[src/rtl/ps2_kbd_rx.sv]
// -----------------------------------------------------------------------------
// ps2_kbd_rx
//   Receives device-to-host PS/2 keyboard frames from the raw pins and turns
//   them into a byte plus one-cycle strobe/error pulses in the system clock
//   domain. Both pins are synchronised, the PS/2 clock is glitch-filtered and
//   a watchdog aborts frames whose clock stops mid-frame.
//
// Ports
//   clk         system clock, all logic on the rising edge
//   reset_i     synchronous active-high reset
//   ps2_clk_i   raw PS/2 clock pin (asynchronous)
//   ps2_data_i  raw PS/2 data pin (asynchronous)
//   code_o      last received byte, held until the next completed frame
//   strobe_o    one-cycle pulse: a complete frame was received
//   err_o       one-cycle pulse: bad start/parity/stop, or watchdog timeout
//   busy_o      high while a frame is in progress
// -----------------------------------------------------------------------------
module ps2_kbd_rx #(
    parameter int FREQ_HZ    = 2000000,
    parameter int TIMEOUT_US = 1000,
    parameter int FILTER_LEN = 4
) (
    input  logic       clk,
    input  logic       reset_i,
    input  logic       ps2_clk_i,
    input  logic       ps2_data_i,
    output logic [7:0] code_o,
    output logic       strobe_o,
    output logic       err_o,
    output logic       busy_o
);

    localparam int LIMIT  = FREQ_HZ / 1000000 * TIMEOUT_US;
    localparam int TCNT_W = $clog2(LIMIT + 1);
    localparam int FCNT_W = $clog2(FILTER_LEN + 1);
    localparam logic [TCNT_W-1:0] TCNT_LAST = TCNT_W'(LIMIT - 1);
    localparam logic [FCNT_W-1:0] FCNT_LAST = FCNT_W'(FILTER_LEN - 1);

    typedef enum logic [1:0] {IDLE, DATA, PARITY, STOP} state_t;

    state_t              state_q, state_n;
    logic [1:0]          clk_sync_q, data_sync_q;
    logic [FCNT_W-1:0]   filt_cnt_q;
    logic                clk_filt_q, clk_filt_d_q;
    logic                sample_q;
    logic [2:0]          bit_cnt_q;
    logic [7:0]          shift_q;
    logic                parity_q;
    logic [TCNT_W-1:0]   tcnt_q;
    logic                data_s;
    logic                timeout;
    logic                strobe_n, err_n, load_n;

    assign data_s = data_sync_q[1];

    // Two-flop synchronisers plus clock glitch filter. The filtered level only
    // flips after FILTER_LEN consecutive synchronised samples disagree with it;
    // any sample agreeing with the current level restarts the count.
    // NOTE: sequential state is always assigned with <= so every flop samples
    // the pre-edge values of its neighbours, regardless of statement order.
    always_ff @(posedge clk) begin
        if (reset_i) begin
            clk_sync_q   <= 2'b11;
            data_sync_q  <= 2'b11;
            filt_cnt_q   <= '0;
            clk_filt_q   <= 1'b1;
            clk_filt_d_q <= 1'b1;
            sample_q     <= 1'b0;
        end else begin
            clk_sync_q   <= {clk_sync_q[0], ps2_clk_i};
            data_sync_q  <= {data_sync_q[0], ps2_data_i};
            clk_filt_d_q <= clk_filt_q;
            // Registered falling-edge detect of the filtered clock.
            sample_q     <= clk_filt_d_q & ~clk_filt_q;
            if (clk_sync_q[1] == clk_filt_q) begin
                filt_cnt_q <= '0;
            end else if (filt_cnt_q == FCNT_LAST) begin
                clk_filt_q <= clk_sync_q[1];
                filt_cnt_q <= '0;
            end else begin
                filt_cnt_q <= filt_cnt_q + 1'b1;
            end
        end
    end

    // The watchdog fires when the gap since the last sample point reaches LIMIT.
    assign timeout = (state_q != IDLE) && !sample_q && (tcnt_q == TCNT_LAST);

    // FSM state register.
    always_ff @(posedge clk) begin
        if (reset_i) state_q <= IDLE;
        else         state_q <= state_n;
    end

    // FSM next-state logic.
    // NOTE: every signal driven from always_comb gets a default first, so no
    // path through the case statement can leave it unassigned and infer a latch.
    always_comb begin
        state_n = state_q;
        unique case (state_q)
            IDLE:   if (sample_q && !data_s)             state_n = DATA;
            DATA:   if (sample_q && bit_cnt_q == 3'd7)   state_n = PARITY;
            PARITY: if (sample_q)                        state_n = STOP;
            STOP:   if (sample_q)                        state_n = IDLE;
            default:                                     state_n = IDLE;
        endcase
        if (timeout) state_n = IDLE;
    end

    // FSM output logic: next values of the registered pulses and the code load.
    always_comb begin
        strobe_n = 1'b0;
        err_n    = 1'b0;
        load_n   = 1'b0;
        unique case (state_q)
            IDLE: if (sample_q && data_s) err_n = 1'b1;
            STOP: if (sample_q) begin
                strobe_n = 1'b1;
                load_n   = 1'b1;
                // Odd parity: data XOR parity must be 1; stop bit must be 1.
                err_n    = ((^shift_q) == parity_q) || !data_s;
            end
            default: ;
        endcase
        if (timeout) err_n = 1'b1;
    end

    assign busy_o = (state_q != IDLE);

    // Datapath: shift register, parity, bit/timeout counters and outputs.
    always_ff @(posedge clk) begin
        if (reset_i) begin
            bit_cnt_q <= '0;
            shift_q   <= '0;
            parity_q  <= 1'b0;
            tcnt_q    <= '0;
            code_o    <= '0;
            strobe_o  <= 1'b0;
            err_o     <= 1'b0;
        end else begin
            strobe_o <= strobe_n;
            err_o    <= err_n;
            if (load_n) code_o <= shift_q;

            if (state_q == IDLE || sample_q) tcnt_q <= '0;
            else                             tcnt_q <= tcnt_q + 1'b1;

            if (sample_q) begin
                unique case (state_q)
                    IDLE:   bit_cnt_q <= '0;
                    DATA: begin
                        shift_q[bit_cnt_q] <= data_s;
                        bit_cnt_q          <= bit_cnt_q + 1'b1;
                    end
                    PARITY: parity_q <= data_s;
                    default: ;
                endcase
            end
        end
    end

endmodule

[config.mk]
export PLATFORM = sky130hd
export DESIGN_NAME = ps2_kbd_rx
export DESIGN_NICKNAME = d
export VERILOG_FILES = /design/src/rtl/ps2_kbd_rx.sv
export SDC_FILE = /design/constraint.sdc
export NUM_CORES = 1
export LEC_CHECK = 0
export CORE_ASPECT_RATIO = 0.9
export CORE_UTILIZATION = 45
export DETAILED_ROUTE_END_ITERATION = 10
export PLACE_DENSITY = 0.73
export SLEW_MARGIN = 15
export SYNTH_ARGS = -nofsm -noshare
export SYNTH_HDL_FRONTEND = slang
export SYNTH_SLANG_ARGS = --single-unit
[constraint.sdc]
create_clock -name clk -period 2.4 [get_ports clk]
set_input_delay 0.48 -clock clk [delete_from_list [all_inputs] [get_ports clk]]
set_output_delay 0.48 -clock clk [all_outputs]
set_load 0.02 [all_outputs]
==> CHANGELOG.md, run 1 <==
## Flow update

- Hold Path Stages: 1
- Clock transition at the registers of the reported paths: 0.08 ns
- Tmin final: roughly 2.3 ns
- FP Util: 0.473
- Die W: between 70 and 80 um
- Startpoint types: register
- Sink Count: 45
- CP Class: reg -> out
- Hold_buf cts: 0
- Initial antenna violation count: 0
- H-tree Lvls: 2
- Post-Route WL: approximately 3400 um
- Status: finished clean
- Hold Path End: data_sync_q[1]
- Syn_area_per_cell: about 9 sq um
- Type of the most critical hold path: reg -> reg
- WP buf/inv: 3
- Critical Path RT: 1.92 ns
- Delay-heaviest family, CP: buffers and inverters
- Vert. Die Dim: approximately 64 um
## run 1: state kept, by name (all words and copies together) (netlist names), 2 cells and up
| signal | cells |
|---|---|
| bit_cnt_q | 3 |
| clk_sync_q | 2 |
| code_o | 8 |
| data_sync_q | 2 |
| filt_cnt_q | 3 |
| shift_q | 8 |
| state_q | 2 |
| tcnt_q | 11 |
## run 1: through the flow
| stage | std cells | hold slack (ns) | worst slack [ns] | area (sq um) | utilization |
|---|---|---|---|---|---|
| after floorplan | 215 | 0.389 | 0.456 | 1940 | - |
| after global placement | 273 | 0.391 | 0.386 | 2130 | 0.520 |
| after detailed placement | 273 | 0.398 | 0.265 | 2130 | 0.520 |
| after CTS | 281 | 0.418 | 0.138 | 2250 | 0.548 |
| after global routing | 281 | 0.431 | 0.0453 | 2250 | 0.548 |
| final | 281 | 0.413 | 0.144 | 2250 | 0.548 |
## run 1: report_power, final
part / leakage [nW] / switching [mW] / internal [mW]
sequential: 0.363 / 0.00345 / 0.749
combinational: 0.409 / 0.0108 / 0.0102
clock: 0.0543 / 0.262 / 0.311
total: 0.827 / 0.276 / 1.07
## run 1: worst max-delay path by stage
stage | from | to | slack (ns) | cells after the start
finish | state_q[0] | busy_o | 0.14 | 4
global route | state_q[0] | busy_o | 0.05 | 4
CTS | state_q[0] | busy_o | 0.14 | 4
detailed placement | state_q[0] | err_o | 0.26 | 6
global placement | state_q[0] | err_o | 0.39 | 6
floorplan | state_q[0] | err_o | 0.46 | 6
## run 1: metal layers
layer,vias to the layer above,global-route usage,part of all wire
met3,5,0.0379,0.030
met4,0,0.0600,0.012
met5,-,0,0
met1,672,0.207,0.50
li1,760,-,-
met2,18,0.271,0.46
## run 1: kinds of logic (layout without fill, tap and decap cells)
family                   count (synthesis)  in the layout  synth area share
AND-OR/OR-AND                           32             32            0.0943
adder cells (fa/ha/maj)                  9              9            0.0581
buffers and inverters                   16             34            0.0349
flip-flops                              45             45             0.465
AND/OR/NAND/NOR                         94             94             0.252
XOR/XNOR                                15             15            0.0749
multiplexers                             4              4            0.0207
## run 1: final cells by class
cell class	count	area, sq um	area share
multi-input cells	154	970	0.432
flip-flops and latches	45	901	0.401
repair buffers	18	170	0.0758
clock buffers	5	68.8	0.0306
well taps	48	60.1	0.0267
clock inverters	3	46.3	0.0206
inverters	8	30.0	0.0134
## run 1: cells in the mapped netlist (all sizes together)
master   instances  share of area
a32oi            3          0.014
dfxtp           45           0.46
and3             1         0.0032
a21oi           17          0.044
or4              1         0.0058
o21ai            8          0.021
xor2             6          0.027
or2              6          0.019
a2111oi          1         0.0052
nand2b           3         0.0097
or3              3          0.010
xnor2            8          0.036
nor2            30          0.058
nor2b            1         0.0032
nor4             2          0.014
mux2i            4          0.021
ha               9          0.058
nand4            3          0.017
nor3             6          0.015
nand3           11          0.035
a211o            1         0.0045
clkbuf           7          0.014
a31oi            2         0.0065
nor3b            2         0.0077
nand3b           1         0.0039
xnor3            1          0.012
and4             1         0.0045
nand2           23          0.045
buf              1         0.0058
inv              8          0.015
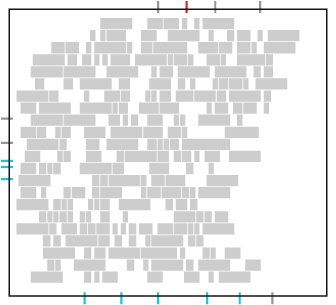
Fig. 1. Pin placement (run 1).
Pins as bars across the die edge, other pins in gray.
legend:
  `busy_o`:
    color: red
    pins: 1
    direction: output
    edge: top
  `code_o`:
    color: cyan
    pins: 8
    direction: output
    edge: 5 bottom, 3 left
all pins by edge: 6 bottom, 5 left, 4 top

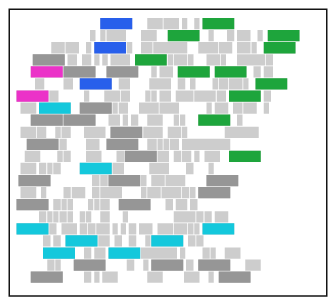
Fig. 2. Register map, names as in the netlist (run 1).
Other sequential cells in the stronger gray, the rest of the logic in the fainter gray.
legend:
  `tcnt_q`:
    color: green
    sequential_cells: 11
  `shift_q`:
    color: cyan
    sequential_cells: 8
  `clk_sync_q`:
    color: magenta
    sequential_cells: 2
  `filt_cnt_q`:
    color: blue
    sequential_cells: 3

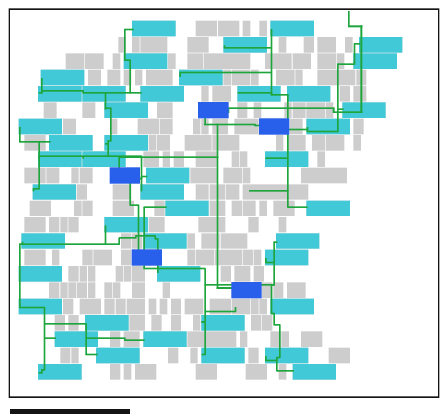
Fig. 3. Clock wires, drivers and flops (run 1).
The bar under the picture is 20 um long.
legend:
  cells driving clock nets:
    color: blue
    count: 5
  flip-flops:
    color: cyan
    count: 45
  clock wires:
    color: green
    length: 496 um
routed clock nets: 6
flops lie: all over the die

Fig. 4: run 1, wiring by layer
The bar under the picture is 20 um long.
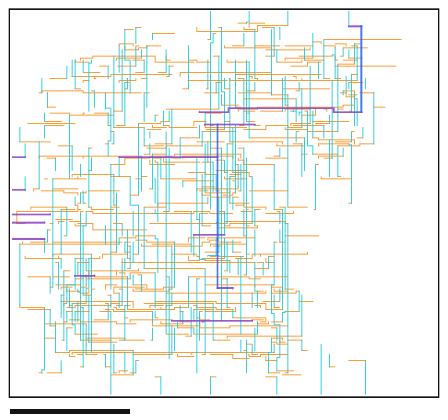

==> run 2: changes to the inputs <==
--- a/config.mk
+++ b/config.mk
@@ -5,7 +5,7 @@
 export SDC_FILE = /design/constraint.sdc
 export NUM_CORES = 1
 export LEC_CHECK = 0
-export CORE_ASPECT_RATIO = 0.9
+export CORE_ASPECT_RATIO = 2
 export CORE_UTILIZATION = 45
 export DETAILED_ROUTE_END_ITERATION = 10
 export PLACE_DENSITY = 0.73
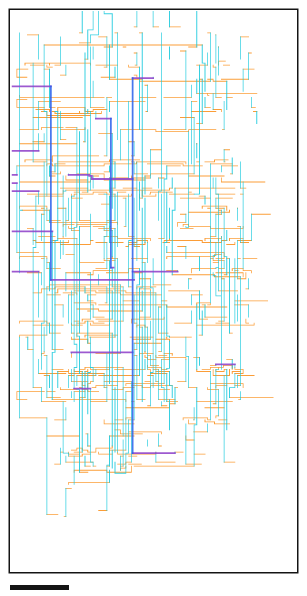
Fig. 5. Wiring by layer (run 2).
The bar under the picture is 10 um long.
legend:
  met3:
    color: purple
    wire_length: 90.4 um
  met1:
    color: orange
    wire_length: 1,440 um
  met2:
    color: cyan
    wire_length: 2,000 um
  met4:
    color: blue
    wire_length: 121 um

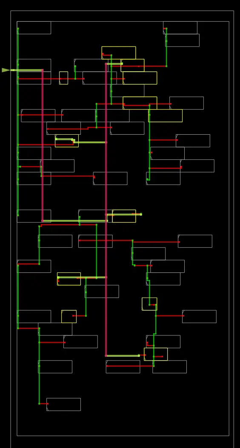
Fig. 6. Clock routing (run 2).
Sink Count: 45
Layout clock buffers: 5
Clock Skews: 0.00652 ns
registers: 45

==> run 2 against run 1 <==
Clock skew is 0.00077 ns higher. Sequential share of layout area is 0.34 points higher. Combinational power is 8% lower. Setup slack worse by 0.017 ns. Maximum frequency is 0.77% lower. Clock-buffer cell count stayed put.
==> CHANGELOG.md, run 2 <==
## Flow update

- Status: finished clean (unchanged)
- Tmin final: 2.27 ns (was 2.26 ns)
- Delay-heaviest family, CP: buffers and inverters (unchanged)
- Ratio of cells with drive above 1 in the final layout: 0.0944 (unchanged)
- Non-filler instance count after layout: 285 (was 281)
- FP Util: 0.469 (was 0.473)
- CP Class: reg -> out (unchanged)
- Worst Hold Launch: data_sync_q[0] (unchanged)
- Crit path launch: state_q[0] (unchanged)
- Cell Area, Synth: 1940 sq um (unchanged)
- Final Instance Area: 2230 sq um (was 2250 sq um)
- Vert. Die Dim: 94.8 um (was 64.3 um)
- Placed cells: 277 (was 273)
- Placed inst area: 2140 sq um (was 2130 sq um)
- Cell area leaders: dfxtp_1 46%, ha_1 5.8%, nor2_1 5.8% (unchanged)
- Final Slew Violations: 0 (unchanged)
- Global-route wire length before repair: 6160 um (was 5870 um)
- Nets: 245 (unchanged)
- EDFF count, synth: 0 (unchanged)
- H-tree Lvls: 2 (unchanged)
- Die W: 48.4 um (was 71.2 um)
- Core area: 4130 sq um (was 4100 sq um)
- Clock transition at the registers of the reported paths: 0.09 ns (was 0.08 ns)
- WP buf/inv: 3 (unchanged)
- Max reg flops: 11 (unchanged)
- Syn nets: 228 (unchanged)
- Critical Path RT: 1.92 ns (about the same)
- Initial antenna violation count: 0 (unchanged)
- Hold_buf cts: 0 (unchanged)
- Mapped Cells: 215 (unchanged)
- Pleak: 0.820 nW (was 0.827 nW)
- Reg with most FFs: tcnt_q (unchanged)
- Biggest regs: tcnt_q x11, code_o x8, shift_q x8 (unchanged)
- Type of the most critical hold path: reg -> reg (unchanged)
- Top-area cell type share of the netlist area: 0.465 (unchanged)
- IO Port Bufs: 14 (unchanged)
- Top cells by count, synth: 45 x dfxtp_1, 30 x nor2_1, 23 x nand2_1, 17 x a21oi_1, 10 x nand3_1 (unchanged)
- PwrDens: 559 nW/um^2 (was 600 nW/um^2)
- Dominant flop cell: dfxtp_1 (unchanged)
- Post-synth ARST share: 0 (unchanged)
- Yosys top cell by instances: dfxtp_1 (unchanged)
- Syn_area_per_cell: 9.01 sq um (unchanged)
- Total power: 1.25 mW (was 1.35 mW)
- YS chip area: 1940 sq um (unchanged)
- Synth area leader: dfxtp_1 (unchanged)
- Post-Route WL: 3650 um (was 3380 um)
- Slowest-stage cell, CP: clkdlybuf4s50_1 (unchanged)
- Startpoint types: register (unchanged)
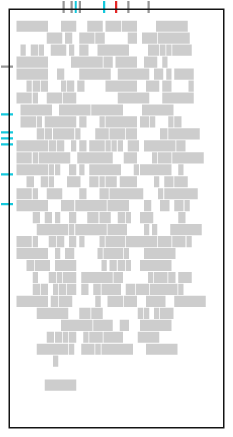
Fig. 7. Pin placement (run 2).
Pins as bars across the die edge, other pins in gray.
legend:
  `busy_o`:
    color: red
    pins: 1
    direction: output
    edge: top
  `code_o`:
    color: cyan
    pins: 8
    direction: output
    edge: 6 left, 2 top

[run 2: cell types whose count changed in the layout (fill, tap and decap cells not counted), sizes merged]
cell	change
clkinv	+2
clkinvlp	-1
bufinv	-1
[run 2: layer usage]
metal  track usage  vias up  routed length (um)
met5             0        -                   0
met1         0.171      676                1440
met3        0.0419        9                  90
met2         0.338       18                2000
met4         0.120        0                 121
li1              -      759                   -
[run 2: worst register-to-register path: cells and delay by family, from the launching register on]
kind	cells	cell delay, ns
simple gates	3	0.87
flops	1	0.38
compound gates	1	0.38
fa+ha+maj	1	0.29
buf+inv	1	0.08
[run 2: layout make-up]
type	instances	area, sq um
sequential	45	901
fill	390	1900
multi-input combinational	154	970
tap	52	65.1
clock inverter	3	22.5
timing repair buffer	18	170
inverter	8	30.0
clock buffer	5	68.8
[run 2: logic make-up (layout without fill, tap and decap cells)]
| group | after synthesis | in the layout | share of synthesized area |
|---|---|---|---|
| AND/OR/NAND/NOR | 94 | 94 | 0.252 |
| flip-flops | 45 | 45 | 0.465 |
| AND-OR/OR-AND | 32 | 32 | 0.0943 |
| buffers and inverters | 16 | 34 | 0.0349 |
| XOR/XNOR | 15 | 15 | 0.0749 |
| adder cells (fa/ha/maj) | 9 | 9 | 0.0581 |
| multiplexers | 4 | 4 | 0.0207 |
[run 2: path summary, 6_finish.rpt]
kind               endpoint  slack [ns]  cells after the start
max                  busy_o        0.13                      4
max reg2reg           err_o        0.29                      6
min reg2reg  data_sync_q[1]        0.42                      1
min          data_sync_q[1]        0.42                      1
[run 2: where the power goes]
group	leakage [nW]	switching, mW	internal [mW]
Combinational	0.409	0.0102	0.00911
Sequential	0.363	0.00342	0.749
Clock	0.0481	0.267	0.206
[run 2: through the flow]
step	worst slack (ns)	hold WS (ns)	util
after floorplan	0.456	0.389	-
after global placement	0.365	0.396	0.517
after detailed placement	0.307	0.395	0.517
after CTS	0.119	0.414	0.539
after global routing	0.0404	0.444	0.539
final	0.127	0.416	0.539
Power is estimated from default activity; no workload was simulated.
